<file path="src/rtl/piano_pkg.sv">
// ============================================================================
// Module  : piano_pkg
// Brief   : Shared definitions for the piano note recorder and playback:
//           field widths, event-word layout and the playback state encoding.
// Revision: 1.0 - initial release
// ============================================================================
`default_nettype none

package piano_pkg;

    localparam int NOTE_W = 7;   // one-hot C..B, 0 = rest
    localparam int OCT_W  = 3;

    // Default duration width of an event word, in 256 Hz ticks.
    localparam int EVT_DUR_W = 8;

    // Event word layout: {note, octave, dur}, duration in the low bits.
    localparam int DUR_LSB  = 0;
    localparam int OCT_LSB  = DUR_LSB + EVT_DUR_W;
    localparam int NOTE_LSB = OCT_LSB + OCT_W;

    // Field offsets for an event word with an arbitrary duration width.
    function automatic int oct_lsb(input int dur_w);
        return DUR_LSB + dur_w;
    endfunction

    function automatic int note_lsb(input int dur_w);
        return DUR_LSB + dur_w + OCT_W;
    endfunction

    typedef enum logic [1:0] {
        ST_IDLE  = 2'd0,
        ST_FETCH = 2'd1,
        ST_WAIT  = 2'd2,
        ST_PLAY  = 2'd3
    } pb_state_e;

endpackage

`default_nettype wire

</file>
<file path="src/rtl/note_playback.sv">
// ============================================================================
// Module  : note_playback
// Brief   : Reads recorded note events back from the event RAM in order and
//           drives note/octave lines for each event's duration (256 Hz ticks).
//           Optional macro NOTE_PLAYBACK_LOOP_EN: replay the sequence
//           continuously until stop, pulsing done at the end of each pass.
// Revision: 1.0 - initial release
// ============================================================================
`default_nettype none

module note_playback
    import piano_pkg::*;
#(
    parameter int ADDR_W = 6,
    parameter int DUR_W  = 8
) (
    input  logic                 clk,
    input  logic                 rst_n,
    input  logic                 tick,
    input  logic                 start,
    input  logic                 stop,
    input  logic [ADDR_W:0]      rec_len,
    output logic                 rd_en,
    output logic [ADDR_W-1:0]    rd_addr,
    input  logic [10+DUR_W-1:0]  rd_data,
    output logic [NOTE_W-1:0]    note_out,
    output logic [OCT_W-1:0]     octave_out,
    output logic                 playing,
    output logic                 done
);

    localparam int C_OCT_LSB  = oct_lsb(DUR_W);
    localparam int C_NOTE_LSB = note_lsb(DUR_W);

    // Event RAM capacity; longer recordings are clamped to this.
    localparam logic [ADDR_W:0] C_CAP = {1'b1, {ADDR_W{1'b0}}};

    pb_state_e            state_q;
    logic [ADDR_W-1:0]    idx_q;
    logic [ADDR_W:0]      len_q;
    logic [DUR_W-1:0]     dur_q;
    logic [NOTE_W-1:0]    note_q;
    logic [OCT_W-1:0]     oct_q;
    logic                 playing_q;
    logic                 done_q;
    logic                 rd_en_q;
    logic [ADDR_W-1:0]    rd_addr_q;

    logic [ADDR_W:0]      idx_inc_d;
    logic [ADDR_W:0]      len_d;
    logic [DUR_W-1:0]     dur_field_d;

    assign idx_inc_d   = {1'b0, idx_q} + (ADDR_W+1)'(1);
    assign len_d       = (rec_len > C_CAP) ? C_CAP : rec_len;
    assign dur_field_d = rd_data[DUR_LSB +: DUR_W];

    // Playback sequencer: stop beats start, start restarts from any state.
    always_ff @(posedge clk or negedge rst_n) begin
        if (!rst_n) begin
            state_q   <= ST_IDLE;
            idx_q     <= '0;
            len_q     <= '0;
            dur_q     <= '0;
            note_q    <= '0;
            oct_q     <= '0;
            playing_q <= 1'b0;
            done_q    <= 1'b0;
            rd_en_q   <= 1'b0;
            rd_addr_q <= '0;
        end else begin
            done_q  <= 1'b0;
            rd_en_q <= 1'b0;
            if (stop && state_q != ST_IDLE) begin
                state_q   <= ST_IDLE;
                note_q    <= '0;
                oct_q     <= '0;
                playing_q <= 1'b0;
            end else if (start && !stop) begin
                if (rec_len == '0) begin
                    state_q   <= ST_IDLE;
                    note_q    <= '0;
                    oct_q     <= '0;
                    playing_q <= 1'b0;
                    done_q    <= 1'b1;
                end else begin
                    len_q     <= len_d;
                    idx_q     <= '0;
                    rd_addr_q <= '0;
                    rd_en_q   <= 1'b1;
                    playing_q <= 1'b1;
                    state_q   <= ST_FETCH;
                end
            end else begin
                case (state_q)
                    ST_FETCH: begin
                        state_q <= ST_WAIT;
                    end
                    ST_WAIT: begin
                        note_q  <= rd_data[C_NOTE_LSB +: NOTE_W];
                        oct_q   <= rd_data[C_OCT_LSB +: OCT_W];
                        // A zero duration still plays for one tick.
                        dur_q   <= (dur_field_d == '0) ? DUR_W'(1) : dur_field_d;
                        state_q <= ST_PLAY;
                    end
                    ST_PLAY: begin
                        if (tick) begin
                            if (dur_q == DUR_W'(1)) begin
                                dur_q <= '0;
                                if (idx_inc_d < len_q) begin
                                    idx_q     <= idx_inc_d[ADDR_W-1:0];
                                    rd_addr_q <= idx_inc_d[ADDR_W-1:0];
                                    rd_en_q   <= 1'b1;
                                    state_q   <= ST_FETCH;
                                end else begin
`ifdef NOTE_PLAYBACK_LOOP_EN
                                    done_q    <= 1'b1;
                                    idx_q     <= '0;
                                    rd_addr_q <= '0;
                                    rd_en_q   <= 1'b1;
                                    state_q   <= ST_FETCH;
`else
                                    done_q    <= 1'b1;
                                    note_q    <= '0;
                                    oct_q     <= '0;
                                    playing_q <= 1'b0;
                                    state_q   <= ST_IDLE;
`endif
                                end
                            end else begin
                                dur_q <= dur_q - DUR_W'(1);
                            end
                        end
                    end
                    default: begin
                        state_q <= ST_IDLE;
                    end
                endcase
            end
        end
    end

    assign rd_en      = rd_en_q;
    assign rd_addr    = rd_addr_q;
    assign note_out   = note_q;
    assign octave_out = oct_q;
    assign playing    = playing_q;
    assign done       = done_q;

endmodule

`default_nettype wire

</file>
<file path="config.mk">
export PLATFORM = sky130hd
export DESIGN_NAME = note_playback
export DESIGN_NICKNAME = d
export VERILOG_FILES = /design/src/rtl/piano_pkg.sv /design/src/rtl/note_playback.sv
export SDC_FILE = /design/constraint.sdc
export NUM_CORES = 1
export LEC_CHECK = 0
export ABC_CLOCK_PERIOD_IN_PS = 2550
export CORE_MARGIN = 3
export CORE_UTILIZATION = 53
export CTS_BUF_LIST = sky130_fd_sc_hd__clkbuf_4
export CTS_CLUSTER_SIZE = 10
export DETAILED_ROUTE_END_ITERATION = 8
export PLACE_DENSITY = 0.82
export SETUP_SLACK_MARGIN = 0.4
export SLEW_MARGIN = 20
export SYNTH_ARGS = -nofsm -noshare
export SYNTH_HDL_FRONTEND = slang
export SYNTH_SLANG_ARGS = --single-unit
</file>
<file path="constraint.sdc">
create_clock -name clk -period 2.55 [get_ports clk]
set_input_delay 0.255 -clock clk [delete_from_list [all_inputs] [get_ports clk]]
set_output_delay 0.255 -clock clk [all_outputs]
set_load 0.005 [all_outputs]
</file>
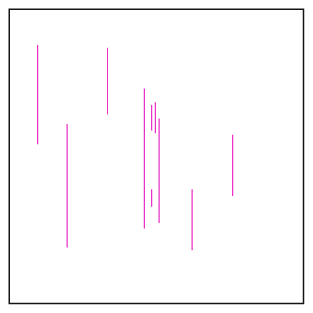
*M4 wires, run 1*
Scale: 4 px per µm.
The wires run mostly vertical. The layer carries 180 µm of wire. The longest straight run is 34.7 µm. The layer holds 2.6% of the routed length. 10 nets have wire on it.

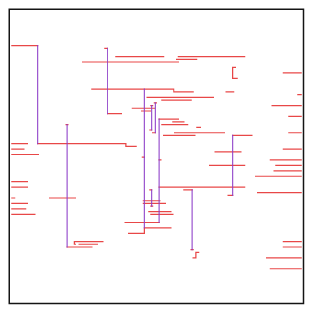
*Metal layers overlaid, run 1*
Scale: 4 px per µm. Two of the layers only.
Key: met4 = purple [wire length 180 µm]; met3 = red [wire length 436 µm]

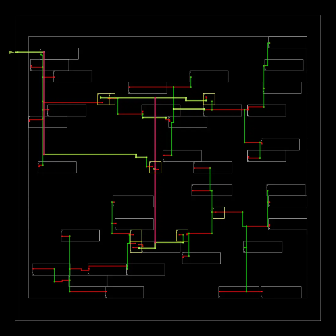
*The clock network, run 1*
cts bufs inserted: 5
Fin Clk Skew: 0.0103 ns
Seq cells: 36

==> impl_metrics.py, run 1 <==
# Synthesis and PnR figures
metrics = {
    "status": {
        "status": "finished clean",
    },
    "synthesis": {
        "yosysCellCount": 261,
        "most_common_cell": "dfrtp_1",
        "top_cell_area_share_pct": 37.7,
        "syn-instance-count": 261,
        "ff_type": "dfrtp_1",
        "ys_area_um2": 2390,
        "syn_area_um2": 2390,
        "largest_area_cell": "dfrtp_1",
        "syn-num-nets": 303,
        "ys_ff": 36,
    },
    "setup_path": {
        "startpoint_type": "flip-flop",
        "critPathCapture": "playing",
        "startpoint": "rd_addr[0]",
        "rrSetupSlack_ns": 0.28,
        "reg2regPathDepth": 8,
        "path_depth": 8,
        "slowest_stage": "o211ai_1",
        "rr_startpoint": "rd_addr[0]",
        "crit_chain": "buf_4 -> nand2_4 -> nor2_4 -> xor2_2 -> ha_4 -> nand4_1 -> o211ai_1 -> a31oi_1",
        "cp_num_buf_inv": 1,
        "cpPeakStageDelay_ns": 0.50,
        "path_class": "reg -> reg",
    },
    "timing": {
        "worst_pin_slew_ns": 0.712,
        "fin_crit_ns": 2.27,
        "slew_headroom_pct": 52.4,
        "hold_violations": 0,
        "period_used_pct": 88.8,
        "tns_ns": 0,
        "hold_ws_ns": 0.328,
        "maxSlewViolCount": 0,
        "setup-violations-final": 0,
        "fmax_mhz": 441,
    },
    "final_layout": {
        "final_cell_area_um2": 3310,
        "nNetsFinal": 373,
        "bufAreaShareNonClock_pct": 22.0,
        "logic_area_um2": 1500,
        "clkCellAreaFrac_pct": 1.70,
        "layout_top_cells": "clkdlybuf4s50_1 (48), dfrtp_1 (32), buf_4 (30)",
        "inv_count": 15,
        "n_antenna_cell": 0,
        "mostFrequentLayoutCell": "clkdlybuf4s50_1",
        "n_fill_cell": 268,
        "comb_area_share_pct": 45.3,
        "n_clock_buffer": 7,
        "seq_share_pct": 27.4,
        "buffers": 80,
        "largest_reg_flops": 8,
        "top_area_cell_class": "logic gates",
    },
    "die": {
        "floorplan.core_util_pct": 57.3,
        "coreArea_um2": 4170,
        "die_h_um": 73.2,
        "rows": 23,
        "die_area_um2": 5360,
        "tapcell.inserted": 50,
    },
    "placed_design": {
        "dp.cells": 357,
        "hpwl_um": 4460,
        "port_buffers": 48,
        "post_dp_cell_area_um2": 3010,
    },
    "pwr": {
        "switching_power_mw": 0.791,
        "p_sw_share_pct": 38.1,
        "ir_worst_vdd_mv": 0.435,
        "combPwrFrac_pct": 44.6,
        "powerClk_mw": 0.317,
        "power_leakage_nw": 1.38,
    },
    "worst_hold_path": {
        "holdCritPathClass": "in -> async",
    },
    "drt": {
        "drt-pass1-iter-count": 4,
        "postRouteAntennaNets": 0,
        "routed_wl_um": 6830,
        "drc_errors": 0,
        "drt-initial-drc-count": 163,
    },
    "clock_network": {
        "cts_buffer_depth": 2,
        "cts_tree": "done",
        "ctsHoldBuffers": 0,
        "clkTransAtPathRegs_ns": 0.11,
        "h-tree-depth": 2,
        "clockRootBuffer": "clkbuf_4",
        "insertion_delay_ns": 0.34,
    },
    "global_routing": {
        "grt_max_degree": 37,
        "grt_overflow": 0,
        "grt_pass1_wl_um": 11200,
    },
}
[run 1: layer usage]
metal	global-route usage [%]	vias to the layer above	part of all wire, %
met2	42.1	102	49
met1	34.6	1186	42
li1	-	1134	-
met4	11.3	0	2.6
met3	5.51	23	6.4
met5	0	-	0
[run 1: metrics by stage]
stage	util [%]	worst slack, ns
final	79.3	0.284
after global routing	79.3	0.186
after CTS	77.6	0.352
after detailed placement	72.2	0.154
after global placement	72.2	0.192
after floorplan	-	0.396
[run 1: cells by family (layout without fill, tap and decap cells)]
kind of cell	after synthesis	count (layout)	share of synthesized area, %
DFF	36	36	37.7
muxes	8	8	3.50
xor gates and xnor gates	4	4	1.46
adders and majority gates	12	12	6.28
AOI/OAI and AO/OA	70	70	23.6
and+or+nand+nor	99	99	22.1
buffers and inverters	32	103	5.39
==> run 2, diff against run 1 <==
--- a/config.mk
+++ b/config.mk
@@ -9,7 +9,6 @@
 export CORE_MARGIN = 3
-export CORE_UTILIZATION = 53
-export CTS_BUF_LIST = sky130_fd_sc_hd__clkbuf_4
+export CORE_UTILIZATION = 52
 export CTS_CLUSTER_SIZE = 10
 export DETAILED_ROUTE_END_ITERATION = 8
-export PLACE_DENSITY = 0.82
+export PLACE_DENSITY = 0.81
 export SETUP_SLACK_MARGIN = 0.4
==> constraint.sdc (replaced) <==
create_clock -name clk -period 2.55 [get_ports clk]
set_input_delay 0.51 -clock clk [delete_from_list [all_inputs] [get_ports clk]]
set_output_delay 0.51 -clock clk [all_outputs]
set_load 0.005 [all_outputs]
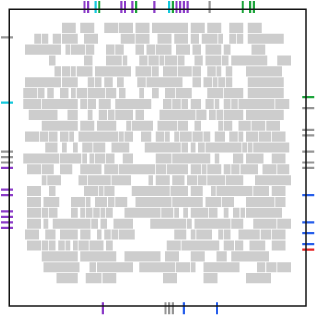
*Pin placement, run 2*
Scale: 4 px per µm. Pins as bars across the die edge, other pins in gray.
Key: note_out = green [pins 7, direction output, edge 6 top, 1 right]; rst_n = red [pins 1, direction input, edge right]; rd_data = purple [pins 18, direction input, edge 10 top, 7 left, 1 bottom]; octave_out = cyan [pins 3, direction output, edge 2 top, 1 left]; rd_addr = blue [pins 6, direction output, edge 4 right, 2 bottom]
All pins by edge: 19 top, 12 left, 12 right, 6 bottom.

==> run 2 against run 1 <==
Total power up 7.3%. First-iteration DRC count is 41% higher. Highest routed layer unchanged. Critical path type unchanged. Design area grew 0.60%. Sequential share of layout area shrank 0.16 points. Hold slack improved by 0.18 ns. Clock skew about the same. Critical path depth decreased by 2. Combinational power grew 3.8%. Synthesized cell count is the same. Critical endpoint is now rd_addr[3]. Utilization shrank 3.4 points.
==> impl_metrics.py, run 2 <==
# Synthesis and PnR figures
metrics = {
    "final_layout": {
        "final_cell_area_um2": 3330,
        "n_fill_cell": 308,
        "flop-count": 36,
        "comb_area_share_pct": 44.9,
        "inv_count": 15,
        "largest_reg_flops": 8,
        "n_clock_buffer": 6,
        "nNetsFinal": 367,
        "buffers": 74,
        "top_area_cell_class": "logic gates",
        "layout_top_cells": "clkdlybuf4s50_1 (46), dfrtp_1 (32), nand2_1 (21), nand4_1 (21), buf_4 (21)",
        "mostFrequentLayoutCell": "clkdlybuf4s50_1",
    },
    "die": {
        "tapcell.inserted": 52,
    },
    "timing": {
        "period_used_pct": 88.1,
        "maxSlewViolCount": 0,
        "worst_pin_slew_ns": 0.641,
        "tns_ns": 0,
        "finClkSkew_ns": 0.00986,
        "fin_crit_ns": 2.25,
        "fmax_mhz": 445,
    },
    "drt": {
        "top_layer_used": "met4",
        "drt-pass1-iter-count": 4,
        "routed_wl_um": 6330,
        "met3WireLength_um": 303,
        "postRouteAntennaNets": 0,
        "drt-initial-drc-count": 230,
    },
    "clock_network": {
        "clkTransAtPathRegs_ns": 0.07,
        "insertion_delay_ns": 0.29,
        "cts_buffer_depth": 2,
        "clockRootBuffer": "clkbuf_8",
        "cts_inserted_buffers": 5,
        "ctsHoldBuffers": 0,
    },
    "synthesis": {
        "ys_ff": 36,
        "synth-compound-area-share_pct": 23.6,
        "adder_share_pct": 6.28,
        "yosysCellCount": 261,
        "xor_share_pct": 1.46,
        "syn-num-nets": 303,
        "largest_area_cell": "dfrtp_1",
        "syn-instance-count": 261,
        "top_cell_area_share_pct": 37.7,
        "ff_type": "dfrtp_1",
        "most_common_cell": "dfrtp_1",
    },
    "global_routing": {
        "met2_usage_pct": 36.5,
        "grt_overflow": 0,
        "grt_max_degree": 38,
        "grtUsageMet3_pct": 3.97,
        "grt_pass1_wl_um": 10100,
        "grt_busiest_layer": "met2",
    },
    "pwr": {
        "p_sw_share_pct": 37.1,
        "power_leakage_nw": 1.37,
        "switching_power_mw": 0.826,
        "combPwrFrac_pct": 43.1,
        "ir_worst_vdd_mv": 0.519,
    },
    "placed_design": {
        "pre_cts_ws_ns": -0.00160,
        "hpwl_um": 4240,
    },
    "setup_path": {
        "slowest_stage": "or4bb_4",
        "cp_num_buf_inv": 1,
        "rrSetupSlack_ns": 0.30,
        "cpPeakStageDelay_ns": 0.47,
        "reg2regPathDepth": 6,
        "rr_startpoint": "dur_q[1]",
        "startpoint": "dur_q[1]",
        "crit_chain": "inv_2 -> ha_4 -> or4bb_4 -> a2111oi_4 -> o2111ai_4 -> mux2_4",
    },
    "status": {
        "status": "finished clean",
    },
    "worst_hold_path": {
        "holdCritPathClass": "reg -> reg",
    },
}
[run 2: cell types whose count changed in the layout (fill, tap and decap cells not counted), sizes merged]
cell | previous run | this run
clkbuf | 7 | 6
clkdlybuf4s50 | 48 | 46
clkinv | 1 | 2
dlymetal6s2s | 0 | 1
buf | 32 | 26
dlygate4sd2 | 0 | 1
[run 2: repair_timing]
action | 4_1_cts | 5_1_grt
hold endpoints to repair | 0 | 0
endpoints found under the setup margin | 19 | 26
pin swaps | 3 | 12
gates resized | 7 | 26
cloned | 0 | 1
buffers inserted | 4 | 6
[run 2: worst min path at each step]
stage | start | endpoint
global placement | dur_q[5] | dur_q[5]
global route | len_q[0] | len_q[0]
floorplan | rst_n | done
finish | len_q[0] | len_q[0]
CTS | len_q[0] | len_q[0]
detailed placement | len_q[4] | len_q[4]
Power figures rest on the tool's default switching activity, not on a simulated workload.
